[src/rtl/pci_bus_arbiter_if.sv]
// -----------------------------------------------------------------------------
// pci_bus_arbiter_if
// Groups the shared PCI arbitration signals between the central arbiter and
// the requesting devices (plus the shared FRAME/IRDY bus status lines).
//
// Signals:
//   REQ          devices -> arbiter  active-low request, one bit per device
//   FRAME        bus     -> arbiter  shared PCI FRAME, active-low
//   IRDY         bus     -> arbiter  shared PCI IRDY, active-low
//   GNT          arbiter -> devices  active-low grant, one-hot-low or all ones
//   OWNER        arbiter -> devices  index of the granted / owning device
//   OWNER_VALID  arbiter -> devices  OWNER is meaningful (grant or bus owned)
//   TIMEOUT_EVT  arbiter -> devices  one-cycle pulse on grant revocation
//
// Modports:
//   master  the arbiter side (drives GNT and the owner status)
//   slave   the device/bus side (drives REQ, FRAME, IRDY)
// -----------------------------------------------------------------------------
interface pci_bus_arbiter_if #(
   parameter int NUM_DEV = 4
);
   localparam int OWNER_W = $clog2(NUM_DEV);

   logic [NUM_DEV-1:0] REQ;
   logic               FRAME;
   logic               IRDY;
   logic [NUM_DEV-1:0] GNT;
   logic [OWNER_W-1:0] OWNER;
   logic               OWNER_VALID;
   logic               TIMEOUT_EVT;

   modport master (
      input  REQ, FRAME, IRDY,
      output GNT, OWNER, OWNER_VALID, TIMEOUT_EVT
   );

   modport slave (
      output REQ, FRAME, IRDY,
      input  GNT, OWNER, OWNER_VALID, TIMEOUT_EVT
   );
endinterface

[src/rtl/pci_bus_arbiter.sv]
// -----------------------------------------------------------------------------
// pci_bus_arbiter
// Central round-robin PCI bus arbiter. Samples the active-low REQ lines and
// issues at most one active-low GNT at a time, only while the shared bus is
// idle (no hidden arbitration). Watches FRAME/IRDY to follow the owner's
// transaction, inserts one turnaround cycle after the bus goes idle, and
// revokes grants that are not used within GRANT_TIMEOUT cycles.
//
// Ports:
//   CLK   bus clock, all state changes on its rising edge
//   RST   asynchronous active-high reset
//   bus   pci_bus_arbiter_if.master : REQ/FRAME/IRDY in, GNT/OWNER/
//         OWNER_VALID/TIMEOUT_EVT out (all outputs registered)
// -----------------------------------------------------------------------------
module pci_bus_arbiter #(
   parameter int NUM_DEV       = 4,
   parameter int GRANT_TIMEOUT = 16
) (
   input  logic                    CLK,
   input  logic                    RST,
   pci_bus_arbiter_if.master       bus
);

   localparam int OWNER_W = $clog2(NUM_DEV);

   typedef enum logic [1:0] {
      ST_IDLE,
      ST_GRANT,
      ST_BUSY,
      ST_TURNAROUND
   } state_t;

   state_t               state_q,       state_d;
   logic [NUM_DEV-1:0]   gnt_q,         gnt_d;
   logic [OWNER_W-1:0]   owner_q,       owner_d;
   logic                 owner_valid_q, owner_valid_d;
   logic                 timeout_evt_q, timeout_evt_d;
   logic [OWNER_W-1:0]   ptr_q,         ptr_d;
   logic [7:0]           cnt_q,         cnt_d;

   logic                 bus_idle;
   logic                 any_req;
   logic [OWNER_W-1:0]   winner;
   logic [OWNER_W-1:0]   idx_w;
   int                   idx;

   // Index following k, wrapping at NUM_DEV (also correct for non power-of-two
   // device counts).
   function automatic logic [OWNER_W-1:0] next_index(input logic [OWNER_W-1:0] k);
      return OWNER_W'((int'(k) + 1) % NUM_DEV);
   endfunction

   assign bus_idle = bus.FRAME & bus.IRDY;

   // Round-robin search. Walking the offsets from the far end back towards the
   // pointer lets the closest requester overwrite earlier candidates, so the
   // first requester at or after the pointer wins without a break statement.
   always_comb begin
      any_req = 1'b0;
      winner  = '0;
      idx     = 0;
      idx_w   = '0;
      for (int i = NUM_DEV - 1; i >= 0; i--) begin
         idx   = (int'(ptr_q) + i) % NUM_DEV;
         idx_w = OWNER_W'(idx);
         if (!bus.REQ[idx_w]) begin
            any_req = 1'b1;
            winner  = idx_w;
         end
      end
   end

   // Next-state and registered-output logic. The outputs are computed one
   // edge ahead so GNT/OWNER/OWNER_VALID come straight from flops. The
   // pointer already moves past the winner when the grant is issued, so a
   // revoked or withdrawn grant leaves it pointing at the next device.
   always_comb begin
      state_d       = state_q;
      gnt_d         = gnt_q;
      owner_d       = owner_q;
      owner_valid_d = owner_valid_q;
      timeout_evt_d = 1'b0;
      ptr_d         = ptr_q;
      cnt_d         = cnt_q;

      unique case (state_q)
         ST_IDLE: begin
            gnt_d         = '1;
            owner_valid_d = 1'b0;
            if (bus_idle && any_req) begin
               state_d       = ST_GRANT;
               gnt_d         = ~(NUM_DEV'(1) << winner);
               owner_d       = winner;
               owner_valid_d = 1'b1;
               cnt_d         = '0;
               ptr_d         = next_index(winner);
            end
         end

         ST_GRANT: begin
            if (!bus.FRAME) begin
               state_d       = ST_BUSY;
               gnt_d         = '1;
               owner_valid_d = 1'b1;
            end else if (bus.REQ[owner_q]) begin
               state_d       = ST_IDLE;
               gnt_d         = '1;
               owner_valid_d = 1'b0;
               ptr_d         = next_index(owner_q);
            end else if (cnt_q == 8'(GRANT_TIMEOUT - 1)) begin
               state_d       = ST_IDLE;
               gnt_d         = '1;
               owner_valid_d = 1'b0;
               timeout_evt_d = 1'b1;
               ptr_d         = next_index(owner_q);
            end else begin
               cnt_d = cnt_q + 8'd1;
            end
         end

         ST_BUSY: begin
            gnt_d         = '1;
            owner_valid_d = 1'b1;
            if (bus_idle) begin
               state_d       = ST_TURNAROUND;
               owner_valid_d = 1'b0;
            end
         end

         ST_TURNAROUND: begin
            gnt_d         = '1;
            owner_valid_d = 1'b0;
            state_d       = ST_IDLE;
         end

         default: begin
            state_d       = ST_IDLE;
            gnt_d         = '1;
            owner_valid_d = 1'b0;
         end
      endcase
   end

   // State and output registers. Reset releases the bus immediately, without
   // waiting for any transaction in flight to finish.
   always_ff @(posedge CLK or posedge RST) begin
      if (RST) begin
         state_q       <= ST_IDLE;
         gnt_q         <= '1;
         owner_q       <= '0;
         owner_valid_q <= 1'b0;
         timeout_evt_q <= 1'b0;
         ptr_q         <= '0;
         cnt_q         <= '0;
      end else begin
         state_q       <= state_d;
         gnt_q         <= gnt_d;
         owner_q       <= owner_d;
         owner_valid_q <= owner_valid_d;
         timeout_evt_q <= timeout_evt_d;
         ptr_q         <= ptr_d;
         cnt_q         <= cnt_d;
      end
   end

   assign bus.GNT         = gnt_q;
   assign bus.OWNER       = owner_q;
   assign bus.OWNER_VALID = owner_valid_q;
   assign bus.TIMEOUT_EVT = timeout_evt_q;

endmodule

[src/flat_wrapper.sv]
// flat-port wrapper written by rule: the top's interface ports become plain ports
module pci_bus_arbiter_flat 
#(
   parameter int NUM_DEV       = 4,
   parameter int GRANT_TIMEOUT = 16
)
  (CLK, RST, bus_REQ, bus_FRAME, bus_IRDY, bus_GNT, bus_OWNER, bus_OWNER_VALID, bus_TIMEOUT_EVT);
  pci_bus_arbiter_if #(.NUM_DEV(NUM_DEV)) bus_i ();
  input  logic CLK;
  input  logic RST;
  input wire logic [$bits(bus_i.REQ)-1:0] bus_REQ;
  input wire logic [$bits(bus_i.FRAME)-1:0] bus_FRAME;
  input wire logic [$bits(bus_i.IRDY)-1:0] bus_IRDY;
  output wire logic [$bits(bus_i.GNT)-1:0] bus_GNT;
  output wire logic [$bits(bus_i.OWNER)-1:0] bus_OWNER;
  output wire logic [$bits(bus_i.OWNER_VALID)-1:0] bus_OWNER_VALID;
  output wire logic [$bits(bus_i.TIMEOUT_EVT)-1:0] bus_TIMEOUT_EVT;
  assign bus_i.REQ = bus_REQ;
  assign bus_i.FRAME = bus_FRAME;
  assign bus_i.IRDY = bus_IRDY;
  assign bus_GNT = bus_i.GNT;
  assign bus_OWNER = bus_i.OWNER;
  assign bus_OWNER_VALID = bus_i.OWNER_VALID;
  assign bus_TIMEOUT_EVT = bus_i.TIMEOUT_EVT;
  pci_bus_arbiter #(.NUM_DEV(NUM_DEV), .GRANT_TIMEOUT(GRANT_TIMEOUT)) u_core (.CLK(CLK), .RST(RST), .bus(bus_i));
endmodule
[config.mk]
export PLATFORM = sky130hd
export DESIGN_NAME = pci_bus_arbiter_flat
export DESIGN_NICKNAME = d
export VERILOG_FILES = /design/src/rtl/pci_bus_arbiter_if.sv /design/src/rtl/pci_bus_arbiter.sv /design/src/flat_wrapper.sv
export SDC_FILE = /design/constraint.sdc
export NUM_CORES = 1
export LEC_CHECK = 0
export CORE_MARGIN = 1.5
export CORE_UTILIZATION = 55
export DETAILED_ROUTE_END_ITERATION = 6
export GPL_TIMING_DRIVEN = 0
export HOLD_SLACK_MARGIN = 0.15
export PLACE_DENSITY_LB_ADDON = 0.05
export REMOVE_ABC_BUFFERS = 1
export SLEW_MARGIN = 20
export SYNTH_ARGS = -nofsm -noshare
export SYNTH_HDL_FRONTEND = slang
export SYNTH_SLANG_ARGS = --single-unit
[constraint.sdc]
create_clock -name CLK -period 3.91 [get_ports CLK]
set_clock_uncertainty 0.05 [all_clocks]
set_input_delay 0.391 -clock CLK [delete_from_list [all_inputs] [get_ports CLK]]
set_output_delay 0.391 -clock CLK [all_outputs]
set_load 0.02 [all_outputs]
==> run_1/clock_wires.png <==
Bar = 10 um.
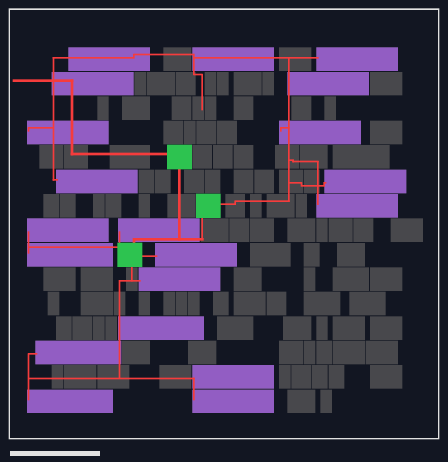
Key: clock wires = red [length 204 um]; flip-flops = purple [count 20]; clock-net drivers = green [count 3]
Position of the flops: widely spread. There are 4 routed clock nets.

==> run_1/clock_nets.png <==
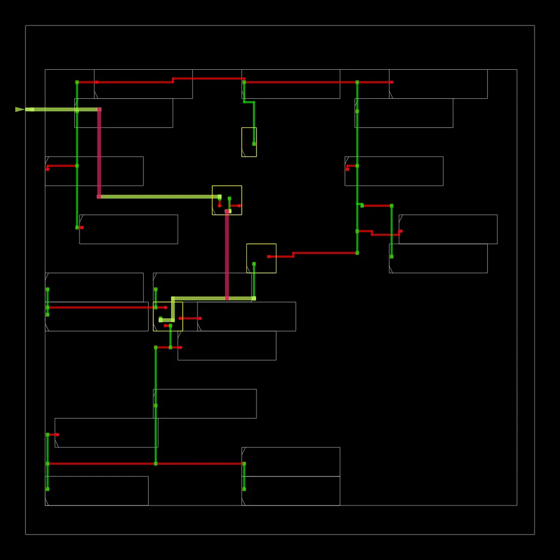
flop count: 20
Worst-Skew Late Latency: 300 ps
clock network power: 97.1 uW
Num CTS Buffers: 3

==> reports/metrics.yaml, run 1 <==
outcome:
  status: "completed"
layout:
  utilization: 0.718
  drive_gt1_frac: 0.100
  regArea_um2: 505
  logic_area_um2: 551
  lay_top_count: "dfrtp_1"
  final_area_mm2: 0.00129
  antennaDiodeCount: 0
  final_cell_mix: "dfrtp_1, clkdlybuf4s50_1, nor2_1"
  fillers: 152
  nNetsFinal: 140
  final_cell_count_no_fill: 155
timing:
  finalWorstSetupSlack_ps: 1690
  finalHoldWorstSlack_ps: 452
  setup_viol: 0
  period_used_share: 0.568
  rsz0062_at_grt: "false"
  fin_tns_setup_ps: 0
  hold_violations: 0
  slew_violations: 0
  worst_slew_pin_slew_ps: 774
global_routing:
  grtUsageMet3: 0.0453
  met1_usage: 0.325
  busiest_layer: "met2"
  grt_pass1_vias: 802
  grt_overflow_total: 0
  grtUsageTotal: 0.220
  grt_start_max_net_pins: 21
  grt_pass1_wl_mm: 3.53
clock_tree:
  cts_max_level: 1
  cts_resized: 0
  clockBufferDepth: 2
  root_buffer: "clkbuf_4"
  postCtsHoldBufs: 0
  clkTransAtPathRegs_ps: 110
  tritoncts: "done"
pwr:
  p_sw_frac: 0.383
  power.group.top: "registers"
  power_frac_clock: 0.144
  power_density_mw_per_mm2: 520
  p_leak_nw: 0.537
  p_int_uw: 415
  power_sequential_uw: 308
  p_sw_uw: 257
  finalPower_uw: 673
  irDropWorstVdd_mv: 0.398
synth:
  seq_area_frac_synth: 0.461
  async_flop_share: 1.00
  post-synth-top-area-cell: "dfrtp_1"
  syn_inst: 114
  ys_sh_mux: 0.0400
  aoi_share: 0.162
  synth_warnings: 0
  topCellsByArea: "dfrtp_1, dfstp_2, nor2_1, xnor2_1, nand2_1"
  numSynthFlops: 20
  most_common_cell: "dfrtp_1"
  ys_sh_simple: 0.227
  ys_cells: 114
  topCombFamilyByArea: "simple AND/OR/NAND/NOR gates"
  yosys-top-cells-count: "dfrtp_1, nor2_1, nand2_1"
  yosysTopAreaCellShare: 0.365
  avgSynthCellArea_um2: 9.61
  xor_share: 0.0559
  synth_cell_types: 38
  synth_area_mm2: 0.00110
  ys_area_mm2: 0.00110
  synth-edff-count: 0
floorplan:
  io_pins: 16
  die_y_um: 47.6
  fp_util: 0.608
  die_area_mm2: 0.00227
worst_setup_path:
  arrival_ps: 2350
  path_class: "in -> reg"
  cp-end-kind: "flop"
  path_max_fanout: 11
  r2r_slack_ps: 1700
  crit_required_ps: 4040
  critPathLaunchType: "primary input"
  r2r-end: "u_core.cnt_q[3]$_DFFE_PP0P_"
place:
  place_inst: 151
  placed_area_mm2: 0.00127
  dp_slack_ps: 1400
  dp_hpwl_mm: 1.62
  gp_congestion: 0.909
  port_buffers: 15
detailed_routing:
  via_per_inst: 5.85
  met3_length_um: 101
  drt_pass1_iterations: 4
  routed.top_layer: "met4"
  ant_nets: 0
  wl_per_cell_um: 14.0
  wl_met1_mm: 1.08
  num_vias: 907
  first_iter_violations: 37
  drcViolationCount: 0
worst_hold_path:
  hold_class: "in -> async"
job:
  warnings: 25
==> run_1/class_map.png <==
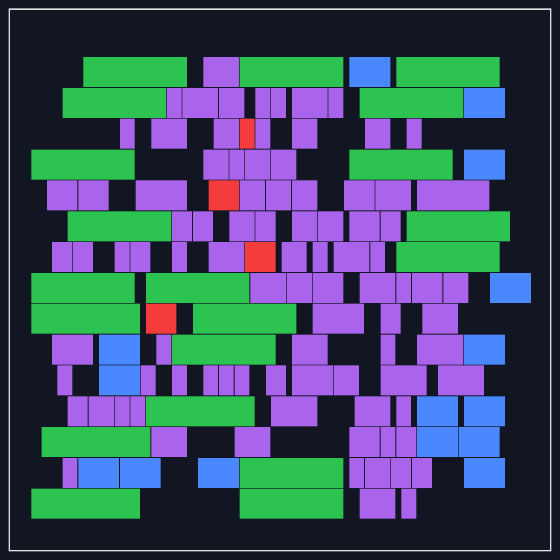
Key: remaining buffers and delay cells = blue [cells 15, share of their area 12%]; registers = green [cells 20, share of their area 40%]; clock drivers and dummy loads = red [cells 4, share of their area 2.1%]; remaining logic cells = purple [cells 91, share of their area 46%]
Seq area share: 0.391
floorplan row count: 15
core box area: 0.00180 mm2

==> run 1: critical path, stage by stage <==
cell,delay (ps)
clkdlybuf4s50_1,490
mux2_2,330
o22ai_1,330
nand3_1,420
o211ai_1,290
o31ai_1,100
==> run 1: area by class of cell <==
type | instances | share of cell area
Tap cell | 25 | 0.0242
Multi-Input combinational cell | 83 | 0.426
Timing Repair Buffer | 15 | 0.116
Sequential cell | 20 | 0.391
Clock buffer | 4 | 0.0203
Inverter | 8 | 0.0232
==> run 1: registers in the layout, summed over array words and instances (netlist names), named ones only <==
signal / flops
u_core.state_q: 1
u_core.bus.OWNER: 2
u_core.bus.TIMEOUT_EVT: 1
u_core.bus.OWNER_VALID: 1
u_core.cnt_q: 8
u_core.ptr_q: 2
u_core.bus.GNT: 4
==> run_1/layers.png <==
Bar = 10 um.
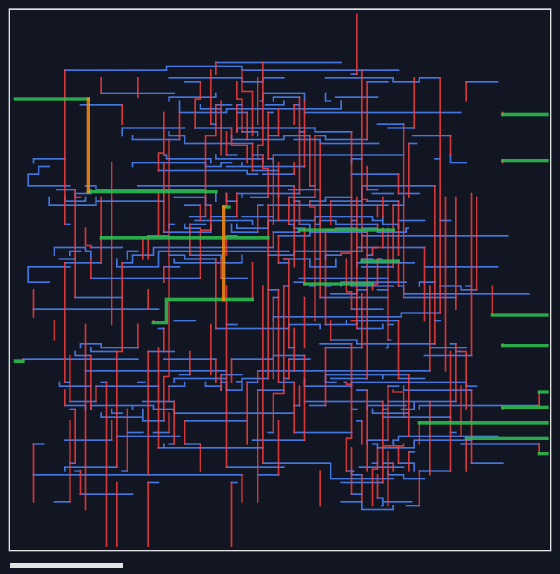

## Run 2: what changed since run 1
--- a/config.mk
+++ b/config.mk
@@ -6,7 +6,7 @@
 export NUM_CORES = 1
 export LEC_CHECK = 0
 export CORE_MARGIN = 1.5
-export CORE_UTILIZATION = 55
+export CORE_UTILIZATION = 47
 export DETAILED_ROUTE_END_ITERATION = 6
 export GPL_TIMING_DRIVEN = 0
 export HOLD_SLACK_MARGIN = 0.15
==> constraint.sdc (replaced) <==
create_clock -name CLK -period 2 [get_ports CLK]
set_clock_uncertainty 0.05 [all_clocks]
set_input_delay 0.2 -clock CLK [delete_from_list [all_inputs] [get_ports CLK]]
set_output_delay 0.2 -clock CLK [all_outputs]
set_load 0.02 [all_outputs]
==> run_2/layers.png <==
Bar = 20 um.
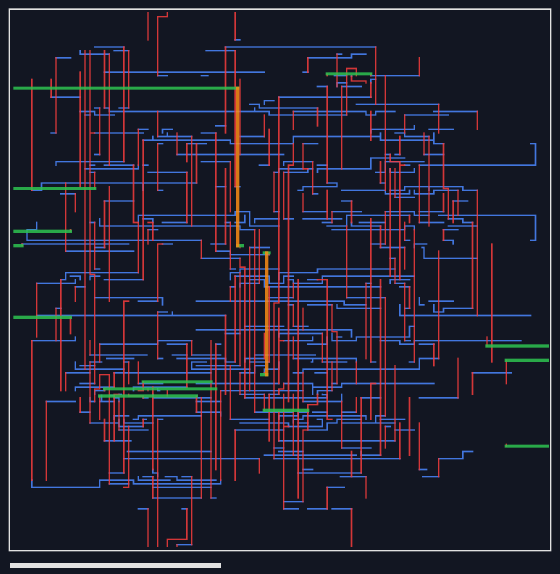
Key: M3 = green [wire length 88.8 um]; M1 = blue [wire length 1120 um]; M4 = orange [wire length 26.5 um]; M2 = red [wire length 1110 um]

==> run_2/floorplan.png <==
Bar = 20 um. Pins as bars on the die edge.
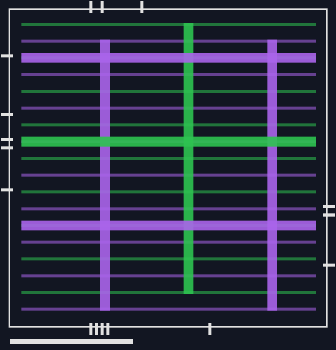
Key: VSS = purple; VDD = green
The core has 17 rows. 18 met1 rails follow the rows. 3 straps on met4. 3 straps on met5. 16 signal pins sit on the boundary.
Die Wd: 51.3 um
Worst VDD drop: 0.729 mV
core box area: 0.00221 mm2
Die Y-Extent: 51.3 um

==> reports/metrics.yaml, run 2 <==
synth:
  topCellsByArea: "dfrtp_1, dfstp_2, nor2_1, xnor2_1, nand2_1"
  most_common_cell: "dfrtp_1"
  synth_warnings: 0  # unchanged
  yosys-top-cells-count: "dfrtp_1, nor2_1, nand2_1"
  async_flop_share: 1.00  # unchanged
  ys_sh_simple: 0.227  # unchanged
  avgSynthCellArea_um2: 9.61  # unchanged
  numSynthFlops: 20  # unchanged
  xor_share: 0.0559  # unchanged
  topCombFamilyByArea: "simple AND/OR/NAND/NOR gates"
  aoi_share: 0.162  # unchanged
  post-synth-top-area-cell: "dfrtp_1"
  yosysTopAreaCellShare: 0.365  # unchanged
  synth_area_mm2: 0.00110  # unchanged
  ys_cells: 114  # unchanged
  ys_sh_mux: 0.0400  # unchanged
  synth_cell_types: 38  # unchanged
  ys_area_mm2: 0.00110  # unchanged
  synth-edff-count: 0  # unchanged
  seq_area_frac_synth: 0.461  # unchanged
  syn_inst: 114  # unchanged
layout:
  comb_cells: 83  # unchanged
  nonClockBufferCount: 15  # unchanged
  utilization: 0.597  # -0.121
  final_cell_mix: "clkdlybuf4s50_1, dfrtp_1, nor2_1"
  largest_class: "logic gates"
  fillers: 203  # +34%
  final_area_mm2: 0.00132  # +2.1%
  regArea_um2: 508  # +0.49%
  bufAreaShareNonClock: 0.114  # -0.00242
  sh_comb_area: 0.425  # about the same
  largest_reg_flops: 8  # unchanged
  seq_cells: 20  # unchanged
  nClkBuffers: 4  # unchanged
  drive_gt1_frac: 0.138  # +0.0385
  inverters: 8  # unchanged
  area_growth_pct: 20.5
  final_cell_count_no_fill: 158  # +1.9%
  lay_top_count: "clkdlybuf4s50_1"
  nNetsFinal: 140  # unchanged
  logic_area_um2: 562  # +2.0%
  clk_share: 0.0275  # +0.00715
  max_flop_register: "u_core.cnt_q"
  antennaDiodeCount: 0  # unchanged
floorplan:
  io_pins: 16  # unchanged
  die_area_mm2: 0.00263  # +16%
  fp_util: 0.495  # -0.113
  nWellTaps: 28  # +12%
detailed_routing:
  drcViolationCount: 0  # unchanged
  drt_pass1_iterations: 4  # unchanged
  first_iter_violations: 32  # -14%
  wl_per_cell_um: 14.8  # +5.9%
  via_per_inst: 5.85  # about the same
  num_vias: 924  # +1.9%
  ant_nets: 0  # unchanged
clock_tree:
  root_buffer: "clkbuf_4"
  cts_resized: 2  # +2
  clkTransAtPathRegs_ps: 120  # about the same
  clock.latency.late_pin_ps: 310  # about the same
  cts_max_level: 1  # unchanged
  clockBufferDepth: 2  # unchanged
  postCtsHoldBufs: 0  # unchanged
  cts_buffers: 3  # unchanged
place:
  gp_congestion: 0.810  # -11%
  place_inst: 154  # +2.0%
  dp_slack_ps: -323  # -1720 ps
  port_buffers: 15  # unchanged
  placed_area_mm2: 0.00127  # +0.30%
  dp_hpwl_mm: 1.62  # about the same
worst_setup_path:
  path_buffers: 0  # -1
  crit_required_ps: 2160  # -1880 ps
  r2r_slack_ps: 50  # -1650 ps
  path_class: "reg -> reg"
  cp.depth: 4  # -2
  cp-end-kind: "flop"
  path_max_fanout: 7  # -4
  crit_path_top_delay_cell: "dfrtp_1"
  cpPeakStageDelay_ps: 470  # -20 ps
  crit_chain: "or3b_1 > o22a_4 > o2111ai_1 > mux2_2"
  arrival_ps: 2110  # -240 ps
  cpLargestDelayFamily: "AND-OR/OR-AND gates"
  critPathLaunchType: "flop"
timing:
  rsz0062_at_grt: "false"
  slew_violations: 0  # unchanged
  hold_violations: 0  # unchanged
  period_used_share: 0.974
  finalHoldWorstSlack_ps: 260  # -192 ps
  finalWorstSetupSlack_ps: 52.9  # -1640 ps
  fin_tns_setup_ps: 0  # unchanged
  worst_slew_pin_slew_ps: 808  # +33.7 ps
pwr:
  p_leak_nw: 0.544  # +1.2%
  finalPower_mw: 1.38  # +110%
  power_density_mw_per_mm2: 1050  # +100%
global_routing:
  grtUsageTotal: 0.196  # -0.0239
  grt_pass1_wl_mm: 3.83  # +8.4%
  grt_overflow_total: 0  # unchanged
  grt_start_max_net_pins: 21  # unchanged
  grt_pass1_vias: 830  # +3.5%
worst_hold_path:
  hold_class: "in -> async"
outcome:
  status: "completed"
job:
  warnings: 25  # unchanged
-- run 2: cell types whose count changed in the layout (fill, tap and decap cells not counted) --
cell	change
o22ai_1	-1
dfrtp_1	-2
nand3_2	+1
nand3_1	-1
clkbuf_1	-1
o22ai_2	+1
clkbuf_8	+1
dfrtp_2	+2
-- run 2: routing by layer --
metal / vias to the layer above / share of wire / GRT usage / routed length [um]
met5: - / 0 / 0 / 0
met4: 0 / 0.011 / 0.0658 / 26
met3: 4 / 0.038 / 0.0380 / 88
met2: 22 / 0.47 / 0.323 / 1110
met1: 446 / 0.48 / 0.258 / 1120
li1: 452 / - / - / -
-- run 2: power by group --
part           internal, mW  leakage, nW  total, mW  switching [mW]
registers             0.497        0.251      0.608           0.111
clock network         0.111       0.0210      0.241           0.130
logic                 0.245        0.271      0.535           0.290
==> run_2/clock_nets.png <==
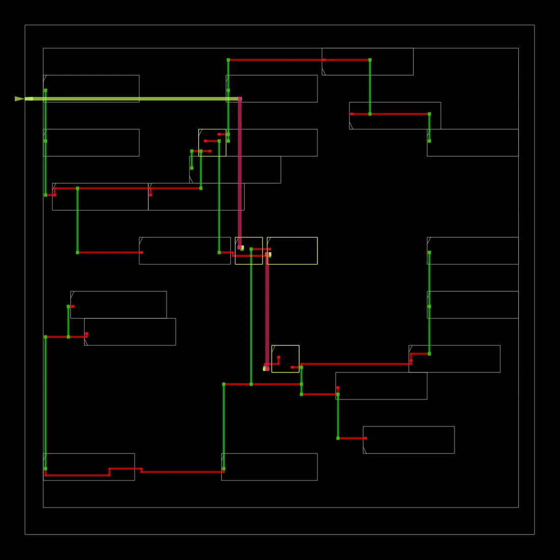

## Run 3: what changed since run 2
--- a/config.mk
+++ b/config.mk
@@ -6,13 +6,14 @@
 export NUM_CORES = 1
 export LEC_CHECK = 0
 export CORE_MARGIN = 1.5
-export CORE_UTILIZATION = 47
+export CORE_UTILIZATION = 50
+export CTS_BUF_LIST = sky130_fd_sc_hd__clkbuf_8
 export DETAILED_ROUTE_END_ITERATION = 6
 export GPL_TIMING_DRIVEN = 0
-export HOLD_SLACK_MARGIN = 0.15
 export PLACE_DENSITY_LB_ADDON = 0.05
 export REMOVE_ABC_BUFFERS = 1
 export SLEW_MARGIN = 20
 export SYNTH_ARGS = -nofsm -noshare
 export SYNTH_HDL_FRONTEND = slang
 export SYNTH_SLANG_ARGS = --single-unit
+export TNS_END_PERCENT = 5
==> run_3/clock_nets.png <==
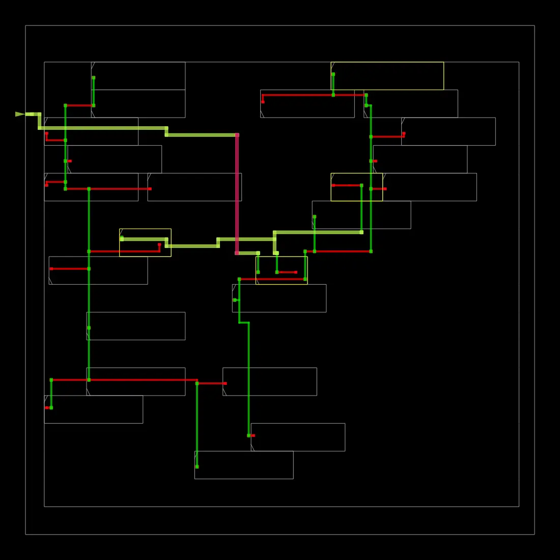
# clk buffers: 3
clock network power: 401 uW

==> run_3/layers.png <==
Bar = 10 um.
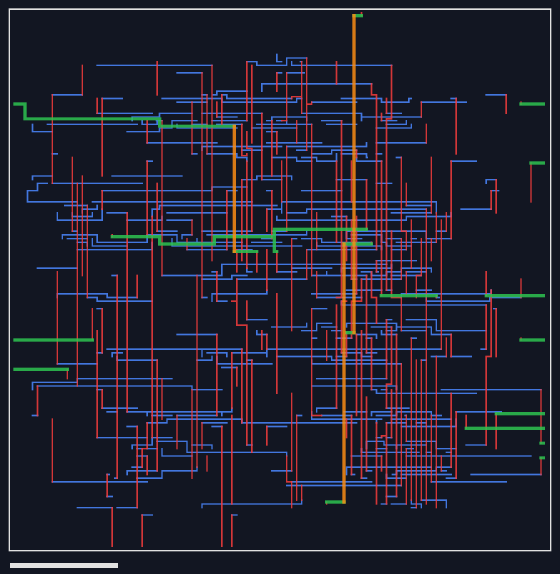
Key: M2 = red [wire length 1060 um]; M4 = orange [wire length 64.6 um]; M1 = blue [wire length 1140 um]; M3 = green [wire length 96.5 um]
DR WL/cell: 15.0 um
final WL: 2.36 mm
Total GRT Usage: 0.209
via count: 901

==> reports/metrics.yaml, run 3 <==
layout:
  nNetsFinal: 140  # unchanged
  utilization: 0.673  # +0.0760
  drive_gt1_frac: 0.146  # +0.00769
  logic_area_um2: 568  # +1.1%
  max_flop_register: "u_core.cnt_q"
  final_area_mm2: 0.00136  # +3.0%
  antennaDiodeCount: 0  # unchanged
  area_growth_pct: 24.2
  largest_reg_flops: 8  # unchanged
  final_cell_mix: "clkdlybuf4s50_1, dfrtp_1, nor2_1"
place:
  place_inst: 153  # -0.65%
  gp_congestion: 0.827  # +2.2%
  placed_area_mm2: 0.00127  # about the same
  dp_slack_ps: -320  # +2.70 ps
  port_buffers: 15  # unchanged
job:
  warnings: 25  # unchanged
synth:
  ys_sh_simple: 0.227  # unchanged
  aoi_share: 0.162  # unchanged
  synth_warnings: 0  # unchanged
  ys_cells: 114  # unchanged
  ys_sh_adder: 0.0114
  topCellsByArea: "dfrtp_1, dfstp_2, nor2_1, xnor2_1, nand2_1"
  async_flop_share: 1.00  # unchanged
  post-synth-top-area-cell: "dfrtp_1"
  most_common_cell: "dfrtp_1"
  yosysTopAreaCellShare: 0.365  # unchanged
  ys_area_mm2: 0.00110  # unchanged
  numSynthFlops: 20  # unchanged
  seq_area_frac_synth: 0.461  # unchanged
  syn_inst: 114  # unchanged
  synth_cell_types: 38  # unchanged
  yosys-top-cells-count: "dfrtp_1, nor2_1, nand2_1"
  ys_sh_mux: 0.0400  # unchanged
global_routing:
  grt_overflow_total: 0  # unchanged
  grtUsageMet3: 0.0576  # +0.0196
  met1_usage: 0.289  # +0.0309
  grt_pass1_wl_mm: 3.91  # +2.2%
  grt_pass1_vias: 842  # +1.4%
  busiest_layer: "met2"
  grt_util_met2: 0.313  # -0.00918
pwr:
  p_sw_uw: 530  # about the same
  p_sw_frac: 0.344  # -0.0392
  irDropWorstVdd_mv: 0.641  # -12%
  p_leak_nw: 0.558  # +2.7%
  combPwrFrac: 0.347  # -0.040
  p_int_mw: 1.01  # +18%
  power.group.top: "registers"
  comb_cell_power_uw: 534  # about the same
  power_frac_clock: 0.260  # +0.086
  power_density_mw_per_mm2: 1130  # +8.1%
  pwr-share-seq: 0.393  # -0.046
  power_sequential_uw: 605  # about the same
  finalPower_mw: 1.54  # +11%
outcome:
  status: "completed"
clock_tree:
  cts_max_level: 1  # unchanged
  clockBufferDepth: 2  # unchanged
  postCtsHoldBufs: 0  # unchanged
  root_buffer: "clkbuf_8"
  clock.latency.late_pin_ps: 260  # -50 ps
  clkTransAtPathRegs_ps: 70  # -50 ps
  cts_resized: 2  # unchanged
detailed_routing:
  wl_met1_mm: 1.14  # +1.1%
  route.met2.wl_mm: 1.06  # -4.2%
  via_per_inst: 5.74  # -1.9%
  met3_length_um: 96  # +9.1%
  drcViolationCount: 0  # unchanged
  drt_pass1_iterations: 4  # unchanged
  routed.top_layer: "met4"
  first_iter_violations: 7  # -78%
  ant_nets: 0  # unchanged
worst_setup_path:
  r2r_slack_ps: 80  # +20 ps
  crit_required_ps: 2100  # -60 ps
  critPathLaunchType: "flop"
  path_max_fanout: 7  # unchanged
  path_class: "reg -> reg"
floorplan:
  die_y_um: 49.8  # -2.9%
  io_pins: 16  # unchanged
  core_area_mm2: 0.00202  # -8.6%
  die_w_um: 49.8  # -2.9%
  fp_util: 0.542  # +0.0466
timing:
  period_used_share: 0.962  # -0.0117
  worst_slew_pin_slew_ps: 811  # +3.24 ps
  hold_violations: 0  # unchanged
  finalWorstSetupSlack_ps: 76.4  # +23.5 ps
worst_hold_path:
  hold_class: "in -> async"
-- run 3: cell counts after synthesis --
Identical to the previous run, type by type.
-- run 3: worst max-delay path, stage by stage (launching register included) --
cell       delay [ps]
dfrtp_1           450
or3b_1            450
o22a_4            230
o2111ai_1         260
mux2_2            360
-- run 3: area by class of cell --
cell class                      count  share of cell area
Timing Repair Buffer               15               0.110
Clock buffer                        3              0.0303
Tap cell                           27              0.0248
Inverter                            8              0.0221
Clock inverter                      1              0.0221
Sequential cell                    20               0.373
Multi-Input combinational cell     83               0.417
-- run 3: stage by stage --
stage / hold WS [ps] / TNS, ps
5_1_grt: 407 / -5.66
4_1_cts: 335 / 0
3_3_place_gp: 441 / -5410
6_report: 307 / 0
3_5_place_dp: 456 / -2140
2_1_floorplan: 111 / 0
Power and IR drop assume default switching activity.
